==> src/rtl/unsigned_divider_seq.sv <==
// unsigned_divider_seq
//
// Sequential unsigned restoring divider: quot = a / b, rem = a % b, one
// quotient bit per clock. Both sides use valid/ready handshakes.
//
// Handshake semantics (input and output alike): a transfer happens on a
// rising clk edge where valid and ready are both high. A producer holding
// valid keeps its data stable until that edge; out_valid is never withdrawn
// without a completed transfer. in_ready is high only in IDLE (and low while
// rst_n is asserted), so at most one operation is in flight.
//
// Parameters:
//   DW  dividend / quotient width (>= 2)
//   VW  divisor / remainder width (1 <= VW <= DW)
//
// Ports:
//   clk        clock, rising edge
//   rst_n      asynchronous active-low reset
//   in_valid   operands valid
//   in_ready   block can accept operands (IDLE only)
//   a [DW]     dividend, sampled at the accept edge only
//   b [VW]     divisor, sampled at the accept edge only
//   out_valid  result valid (DONE)
//   out_ready  consumer accepts result
//   quot [DW]  quotient, holds last result (or 0 after reset)
//   rem  [VW]  remainder, holds last result (or 0 after reset)
//   div_zero   result came from b == 0 (quot all ones, rem 0)
//
// Build option:
//   DIV_EARLY_OUT_EN  when defined, b == 0 and a < b finish one edge after
//                     accept instead of after DW BUSY steps. Results are
//                     identical in both builds; only latency changes.
//
// The FSM state is held in state_q (IDLE/BUSY/DONE) for checkers to bind to.

module unsigned_divider_seq #(
  parameter int DW = 8,
  parameter int VW = 4
) (
  input  logic          clk,
  input  logic          rst_n,
  input  logic          in_valid,
  output logic          in_ready,
  input  logic [DW-1:0] a,
  input  logic [VW-1:0] b,
  output logic          out_valid,
  input  logic          out_ready,
  output logic [DW-1:0] quot,
  output logic [VW-1:0] rem,
  output logic          div_zero
);

  localparam int CW = (DW > 1) ? $clog2(DW) : 1;

  localparam logic [1:0] IDLE = 2'd0;
  localparam logic [1:0] BUSY = 2'd1;
  localparam logic [1:0] DONE = 2'd2;

  logic [1:0]    state_q, state_d;
  // Dividend shift register; quotient bits enter at the LSB as dividend bits
  // leave at the MSB, so after DW steps it holds the quotient.
  logic [DW-1:0] dvd_q, dvd_d;
  logic [VW-1:0] div_q, div_d;
  // Partial remainder. After each step it is < b, so VW bits suffice; the
  // VW+1-bit shifted value r' only exists combinationally below.
  logic [VW-1:0] r_q, r_d;
  logic [CW-1:0] cnt_q, cnt_d;
  logic          zero_q, zero_d;
  logic [DW-1:0] quot_q, quot_d;
  logic [VW-1:0] rem_q, rem_d;
  logic          dz_q, dz_d;

  logic [VW:0]   r_shift;
  logic          ge;
  logic [VW-1:0] r_next;
  logic [DW-1:0] q_next;

  always_comb begin
    r_shift = {r_q, dvd_q[DW-1]};
    ge      = (r_shift >= {1'b0, div_q});
    // True difference is < b, so the VW-bit modular subtraction is exact.
    r_next  = ge ? (r_shift[VW-1:0] - div_q) : r_shift[VW-1:0];
    q_next  = {dvd_q[DW-2:0], ge};
  end

  always_comb begin
    state_d = state_q;
    dvd_d   = dvd_q;
    div_d   = div_q;
    r_d     = r_q;
    cnt_d   = cnt_q;
    zero_d  = zero_q;
    quot_d  = quot_q;
    rem_d   = rem_q;
    dz_d    = dz_q;
    case (state_q)
      IDLE: begin
        if (in_valid) begin
          dvd_d   = a;
          div_d   = b;
          r_d     = '0;
          cnt_d   = CW'(DW - 1);
          zero_d  = (b == '0);
          state_d = BUSY;
`ifdef DIV_EARLY_OUT_EN
          if (b == '0) begin
            state_d = DONE;
            quot_d  = '1;
            rem_d   = '0;
            dz_d    = 1'b1;
          end else if (a < DW'(b)) begin
            // a < b also means a fits in VW bits, so the slice is exact.
            state_d = DONE;
            quot_d  = '0;
            rem_d   = a[VW-1:0];
            dz_d    = 1'b0;
          end
`endif
        end
      end
      BUSY: begin
        dvd_d = q_next;
        r_d   = r_next;
        cnt_d = cnt_q - 1'b1;
        if (cnt_q == '0) begin
          state_d = DONE;
          if (zero_q) begin
            quot_d = '1;
            rem_d  = '0;
            dz_d   = 1'b1;
          end else begin
            quot_d = q_next;
            rem_d  = r_next;
            dz_d   = 1'b0;
          end
        end
      end
      DONE: begin
        if (out_ready) state_d = IDLE;
      end
      default: state_d = IDLE;
    endcase
  end

  always_ff @(posedge clk or negedge rst_n) begin
    if (!rst_n) begin
      state_q <= IDLE;
      dvd_q   <= '0;
      div_q   <= '0;
      r_q     <= '0;
      cnt_q   <= '0;
      zero_q  <= 1'b0;
      quot_q  <= '0;
      rem_q   <= '0;
      dz_q    <= 1'b0;
    end else begin
      state_q <= state_d;
      dvd_q   <= dvd_d;
      div_q   <= div_d;
      r_q     <= r_d;
      cnt_q   <= cnt_d;
      zero_q  <= zero_d;
      quot_q  <= quot_d;
      rem_q   <= rem_d;
      dz_q    <= dz_d;
    end
  end

  // Gate with rst_n so in_ready is low during reset even though the state
  // register already reads IDLE.
  assign in_ready  = rst_n & (state_q == IDLE);
  assign out_valid = (state_q == DONE);
  assign quot      = quot_q;
  assign rem       = rem_q;
  assign div_zero  = dz_q;

endmodule
==> config.mk <==
export PLATFORM = sky130hd
export DESIGN_NAME = unsigned_divider_seq
export DESIGN_NICKNAME = d
export VERILOG_FILES = /design/src/rtl/unsigned_divider_seq.sv
export SDC_FILE = /design/constraint.sdc
export NUM_CORES = 1
export LEC_CHECK = 0
export ABC_AREA = 1
export CAP_MARGIN = 5
export CORE_MARGIN = 2
export CORE_UTILIZATION = 51
export DETAILED_ROUTE_END_ITERATION = 10
export PLACE_DENSITY_LB_ADDON = 0.25
export SKIP_LAST_GASP = 1
export SLEW_MARGIN = 20
export SYNTH_ARGS = -nofsm -noshare
export SYNTH_HDL_FRONTEND = slang
export SYNTH_SLANG_ARGS = --single-unit
==> constraint.sdc <==
create_clock -name clk -period 2.15 [get_ports clk]
set_clock_uncertainty 0.2 [all_clocks]
set_input_delay 0.3225 -clock clk [delete_from_list [all_inputs] [get_ports clk]]
set_output_delay 0.3225 -clock clk [all_outputs]
set_load 0.05 [all_outputs]
### Placed standard cells, run 1

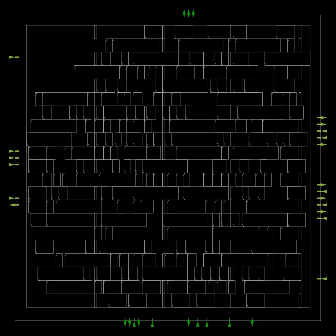
register share of the cell area: 41.5%
post-layout util: 64.2%
Post-Layout Cell Count: 280
placeable core area: 3280 µm²
Tapcell Cnt: 46

### Signal wires on met3, run 1

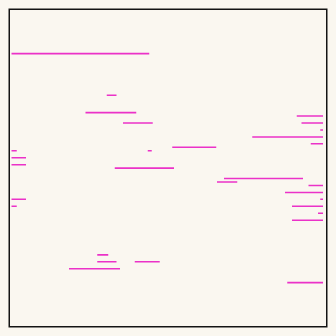
longest straight run	26.7 µm
nets with wire on the layer	26
wire length on this layer	164 µm
main direction	horizontal
share of all routed wire	4.9%
via count: 1,376
Post-Route WL: 3.37 mm
met3 Resource Use GR: 6.42%

==> results.sh, run 1 <==
# physical design summary
export IMPL_timing_hold_ws_ns=0.249
export IMPL_synth_top_area_share_pct=51.2
export IMPL_nonClkBufAreaFrac_pct=15.7
export IMPL_ys_area_um2=1710
export IMPL_powerDensity_nw_per_um2=1780
export IMPL_num_rows=21
export IMPL_worstSetupPathType="flip-flop to output pin"
export IMPL_logic_gate_count=127
export IMPL_maxCapViolations=0
export IMPL_area_leaders="dfrtp_1 51%, nand2_1 10%, inv_1 5.9%, ha_1 4.4%, nand3_1 4.4%"
export IMPL_max_freq_mhz=493
export IMPL_gr_usage_all_layers_pct=20.5
export IMPL_regToRegStartpoint="r_q[1]"
export IMPL_ys_cells=198
export IMPL_required_ns=1.63
export IMPL_cp_slowest_cell="clkdlybuf4s50_1"
export IMPL_final_max_slew_viol_count=0
export IMPL_clkTransAtPathRegs_ns=0.10
export IMPL_comb_share_pct=32.2
export IMPL_io_buffers=30
export IMPL_layout_worst_path_cycle_share_pct=94.4
export IMPL_ctsHoldBuffers=0
export IMPL_via_per_inst=4.91
export IMPL_place_ws_ns=0.259
export IMPL_yosysUniqueCellTypes=26
export IMPL_worst_slack_ns=0.121
export IMPL_clkbuf_count=7
export IMPL_dp_cells=272
export IMPL_syn_area_um2=1710
export IMPL_postCtsSetupRepairBufs=0
export IMPL_cp_end_kind="output pin"
export IMPL_syn_num_nets=221
export IMPL_rrSetupSlack_ns=0.21
export IMPL_dpl_cell_area_um2=2060
export IMPL_mux_area_share_pct=0
export IMPL_cts_sinks=35
export IMPL_num_nonclk_inverters=31
export IMPL_critPathTopFamily="buffers and inverters"
export IMPL_ys_seq_share_pct=51.2
export IMPL_fillers=312
export IMPL_htreeDepth=2
export IMPL_netlist_instances=198
export IMPL_cts_tree="yes"
export IMPL_cp_data_arrival_time_ns=1.51
export IMPL_finalSetupViolations=0
export IMPL_worst_pin_slew_ns=0.500
export IMPL_grt_pass1_vias=1291
export IMPL_syn_to_final_growth_pct=23.2
export IMPL_num_antenna_cells=0
export IMPL_numCtsBuffers=5
export IMPL_finalHoldViolCount=0
export IMPL_antenna_found_initial=0
export IMPL_die_x_um=61.9
export IMPL_yosys_warnings=0
export IMPL_n_all_buffers=33
export IMPL_outcome="completed"
export IMPL_drive_gt1_share_pct=8.97
export IMPL_wire_per_inst_um=12.0
export IMPL_fp_dieH_um=61.9
export IMPL_finalSetupTns_ns=0
export IMPL_cp_startpoint="rem[3]"
export IMPL_reg2regPathDepth=8
export IMPL_design_area_um2=2110
export IMPL_ys_sh_aoi_pct=10.7
export IMPL_synth_xor_xnor_area_share_pct=1.02
export IMPL_cp_start_kind="flip-flop"
export IMPL_fp_utilization_pct=52.1
export IMPL_finalNetCount=256
export IMPL_largest_cell_class="sequential cells"
export IMPL_reg2reg_to="r_q[0]"
export IMPL_dp_hpwl_mm=2.48
export IMPL_layout_top_cells="47 x nand2_1, 35 x dfrtp_1, 28 x clkdlybuf4s50_1"
export IMPL_rsz0062_at_grt="false"
### Clock distribution, run 1

Bar = 20 µm.
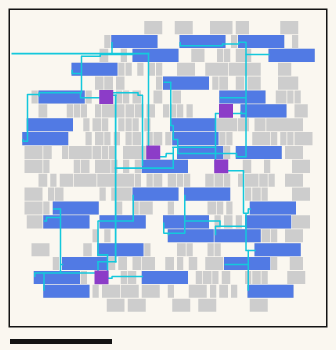
[blue] flip-flops | count: 35
[purple] clock-net drivers | count: 5
[cyan] clock wires | length: 413 µm
flops lie	all over the die

run 1: worst reg2reg max path, delay by kind of cell, from the launching register on:
family	cells	cell delay [ns]
adder cells (fa/ha/maj)	1	0.34
flip-flops	1	0.41
AND/OR/NAND/NOR	6	0.68
AND-OR/OR-AND	1	0.26
run 1: power breakdown:
part | internal (mW) | switching, mW
clock network | 0.127 | 0.209
registers | 0.986 | 0.160
logic | 0.795 | 1.49
run 1: how the worst max path moves through the flow:
stage	to	cells after the start
2_1_floorplan	in_ready	3
3_3_place_gp	dvd_q[6]	7
3_5_place_dp	r_q[0]	8
4_1_cts	quot[6]	1
5_1_grt	quot[0]	1
6_report	rem[3]	1
run 1: registers in the layout, summed over array words and instances, names as in the netlist, 2 cells and up:
name	cells
div_q	4
cnt_q	3
quot	8
dvd_q	8
r_q	4
state_q	2
rem	4
run 1: cells in the mapped netlist:
library cell  count
nand2_1          47
dfrtp_1          35
inv_1            27
nand3_1          15
nor2_1           15
o21ai_0          15
a21oi_1           9
ha_1              6
inv_2             3
nor2_4            3
o211ai_1          3
a22oi_1           2
buf_2             2
buf_6             2
o21ai_1           2
xnor2_1           2
a22o_1            1
buf_4             1
clkinv_1          1
fa_1              1
nand2_2           1
nand3_4           1
nor2_2            1
nor3_1            1
o31ai_1           1
or2_2             1
run 1: per-layer routing:
| metal | wire length (µm) | vias up | track usage, % |
|---|---|---|---|
| met5 | 0 | - | 0 |
| met4 | 51 | 0 | 7.29 |
| met3 | 163 | 5 | 6.42 |
| met2 | 1630 | 37 | 33.5 |
| met1 | 1530 | 635 | 25.8 |
| li1 | - | 699 | - |
run 1: cells by family after synthesis:
| group | Yosys count |
|---|---|
| buf+inv | 36 |
| fa+ha+maj | 7 |
| xor+xnor | 2 |
| compound gates | 33 |
| flops | 35 |
| simple gates | 85 |
==> inputs of run 2 (changes only) <==
--- a/config.mk
+++ b/config.mk
@@ -7,10 +7,11 @@
 export LEC_CHECK = 0
 export ABC_AREA = 1
 export CAP_MARGIN = 5
-export CORE_MARGIN = 2
+export CORE_MARGIN = 10
 export CORE_UTILIZATION = 51
 export DETAILED_ROUTE_END_ITERATION = 10
 export PLACE_DENSITY_LB_ADDON = 0.25
+export SKIP_CTS_REPAIR_TIMING = 1
 export SKIP_LAST_GASP = 1
 export SLEW_MARGIN = 20
 export SYNTH_ARGS = -nofsm -noshare
### Signal wires on met3, run 2

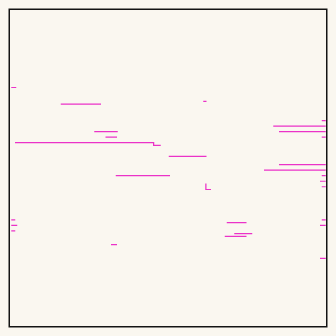
nets with wire on the layer	22
wire length on this layer	154 µm
share of all routed wire	4.3%
main direction	horizontal
met3 Resource Use GR: 3.80%
Post-Route WL: 3.60 mm
via count: 1,387

### Placed standard cells, run 2

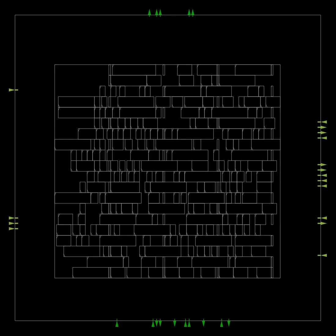
Post-Layout Cell Count: 278
Tapcell Cnt: 44

==> results.sh, run 2 <==
# physical design summary
export IMPL_outcome="completed"
export IMPL_cp_start_kind="flip-flop"
export IMPL_dp_hpwl_mm=2.69
export IMPL_synthFlopType="dfrtp_1"
export IMPL_intPower_mw=2.06
export IMPL_num_antenna_cells=0
export IMPL_cp_end_kind="output pin"
export IMPL_reg2regPathDepth=8
export IMPL_synth_xor_xnor_area_share_pct=1.02
export IMPL_antenna_found_initial=0
export IMPL_grt_busiest_layer="met2"
export IMPL_ys_cells=198
export IMPL_finalHoldViolCount=0
export IMPL_synth_most_common_cell="nand2_1"
export IMPL_worst_pin_slew_ns=0.515
export IMPL_fp_utilization_pct=54.7
export IMPL_layout_top_cells="47 x nand2_1, 35 x dfrtp_1, 28 x clkdlybuf4s50_1"
export IMPL_cp_data_arrival_time_ns=1.55
export IMPL_swShare_pct=47.8
export IMPL_final_core_util_pct=68.5
export IMPL_syn_area_um2=1710
export IMPL_finalNetCount=256
export IMPL_syn_to_final_growth_pct=25.2
export IMPL_synthTopCellsByCount="47 x nand2_1, 35 x dfrtp_1, 27 x inv_1"
export IMPL_max_freq_mhz=484
export IMPL_powerDensity_nw_per_um2=1840
export IMPL_gr_usage_met1_pct=16.3
export IMPL_numCtsBuffers=5
export IMPL_io_buffers=30
export IMPL_cp_slowest_cell="clkdlybuf4s50_1"
export IMPL_gr_usage_all_layers_pct=13.0
export IMPL_required_ns=1.63
export IMPL_mux_area_share_pct=0
export IMPL_p_switching_mw=1.88
export IMPL_yosysUniqueCellTypes=26
export IMPL_grt_met2_usage_pct=20.3
export IMPL_finalSetupViolations=0
export IMPL_synth_async_sr_flop_share_pct=100
export IMPL_pwr_share_comb_pct=58.2
export IMPL_wire_per_inst_um=13.0
export IMPL_cts_tree="yes"
export IMPL_final_max_slew_viol_count=0
export IMPL_synth_top_area_share_pct=51.2
export IMPL_fp_dieH_um=77.9
export IMPL_core_um2=3130
export IMPL_area_leaders="dfrtp_1 51%, nand2_1 10%, inv_1 5.9%, ha_1 4.4%, nand3_1 4.4%"
export IMPL_rsz0062_at_grt="false"
export IMPL_netlist_instances=198
export IMPL_syn_num_nets=221
export IMPL_via_per_inst=4.99
export IMPL_ys_seq_share_pct=51.2
export IMPL_die_x_um=77.9
export IMPL_ys_area_um2=1710
export IMPL_drive_gt1_share_pct=9.83
export IMPL_fillers=262
export IMPL_edf_count=0
export IMPL_clockPowerShare_pct=12.8
export IMPL_layout_worst_path_cycle_share_pct=96.2
### Pin map, run 2

Pins as bars across the die edge, other pins in gray.
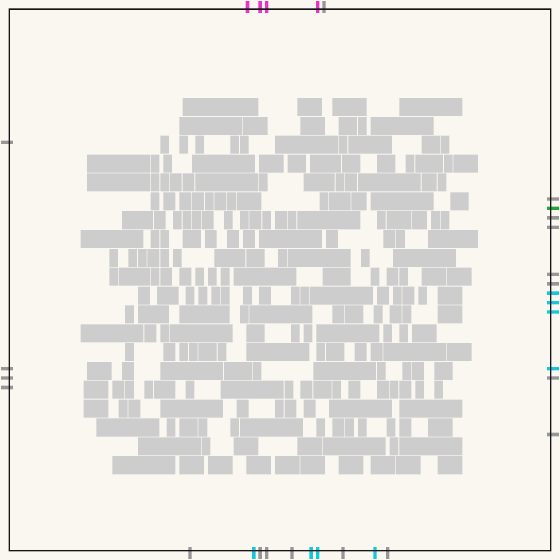
color	port	pins	direction	edge
magenta	rem	4	output	north
green	out_valid	1	output	east
cyan	a	8	input	4 south, 4 east

run 2: path summary, 6_finish.rpt:
kind / endpoint / slack [ns] / from
setup reg to reg: rem[3] / 0.28 / r_q[1]
hold / removal: dvd_q[4] / 0.23 / rst_n
min in group clk: rem[1] / 0.29 / rem[1]
hold reg to reg: rem[1] / 0.29 / rem[1]
max in group asynchronous: r_q[1] / 1.19 / rst_n
setup / recovery: quot[0] / 0.08 / quot[0]
run 2: per-layer routing:
layer | wire [µm] | part of all wire [%]
met1 | 1670 | 46
met2 | 1720 | 48
met3 | 154 | 4.3
met4 | 60 | 1.7
met5 | 0 | 0
run 2: layout make-up:
| cell class | instances | area share, % |
|---|---|---|
| clock buffers | 6 | 2.39 |
| flip-flops and latches | 35 | 40.9 |
| multi-input cells | 127 | 31.7 |
| inverters | 31 | 5.43 |
| well taps | 44 | 2.57 |
| clock inverters | 2 | 1.63 |
| repair buffers | 33 | 15.4 |
run 2: power by group through the flow:
stage               combinational (mW)  clock (mW)  sequential (mW)
finish                            2.29       0.505             1.14
global route                      2.60       0.541             1.18
CTS                               2.32       0.508             1.14
detailed placement                2.31           0             1.15
global placement                  2.26           0             1.15
floorplan                         1.32           0             1.54
run 2: metrics by stage:
stage               setup WS (ns)  power, mW  area (µm²)  cells
floorplan                   0.449       2.87        1710    198
global placement            0.288       3.41        2060    270
detailed placement          0.250       3.47        2060    270
CTS                        0.0712       3.97        2140    278
global route               0.0180       4.33        2140    278
finish                     0.0820       3.94        2140    278
run 2: kinds of logic (layout without fill, tap and decap cells):
| kind of cell | Yosys count | after routing |
|---|---|---|
| buffers and inverters | 36 | 72 |
| DFF | 35 | 35 |
| adders and majority gates | 7 | 7 |
| and+or+nand+nor | 85 | 85 |
| AOI/OAI and AO/OA | 33 | 33 |
| xor gates and xnor gates | 2 | 2 |
Power and IR drop assume default switching activity.
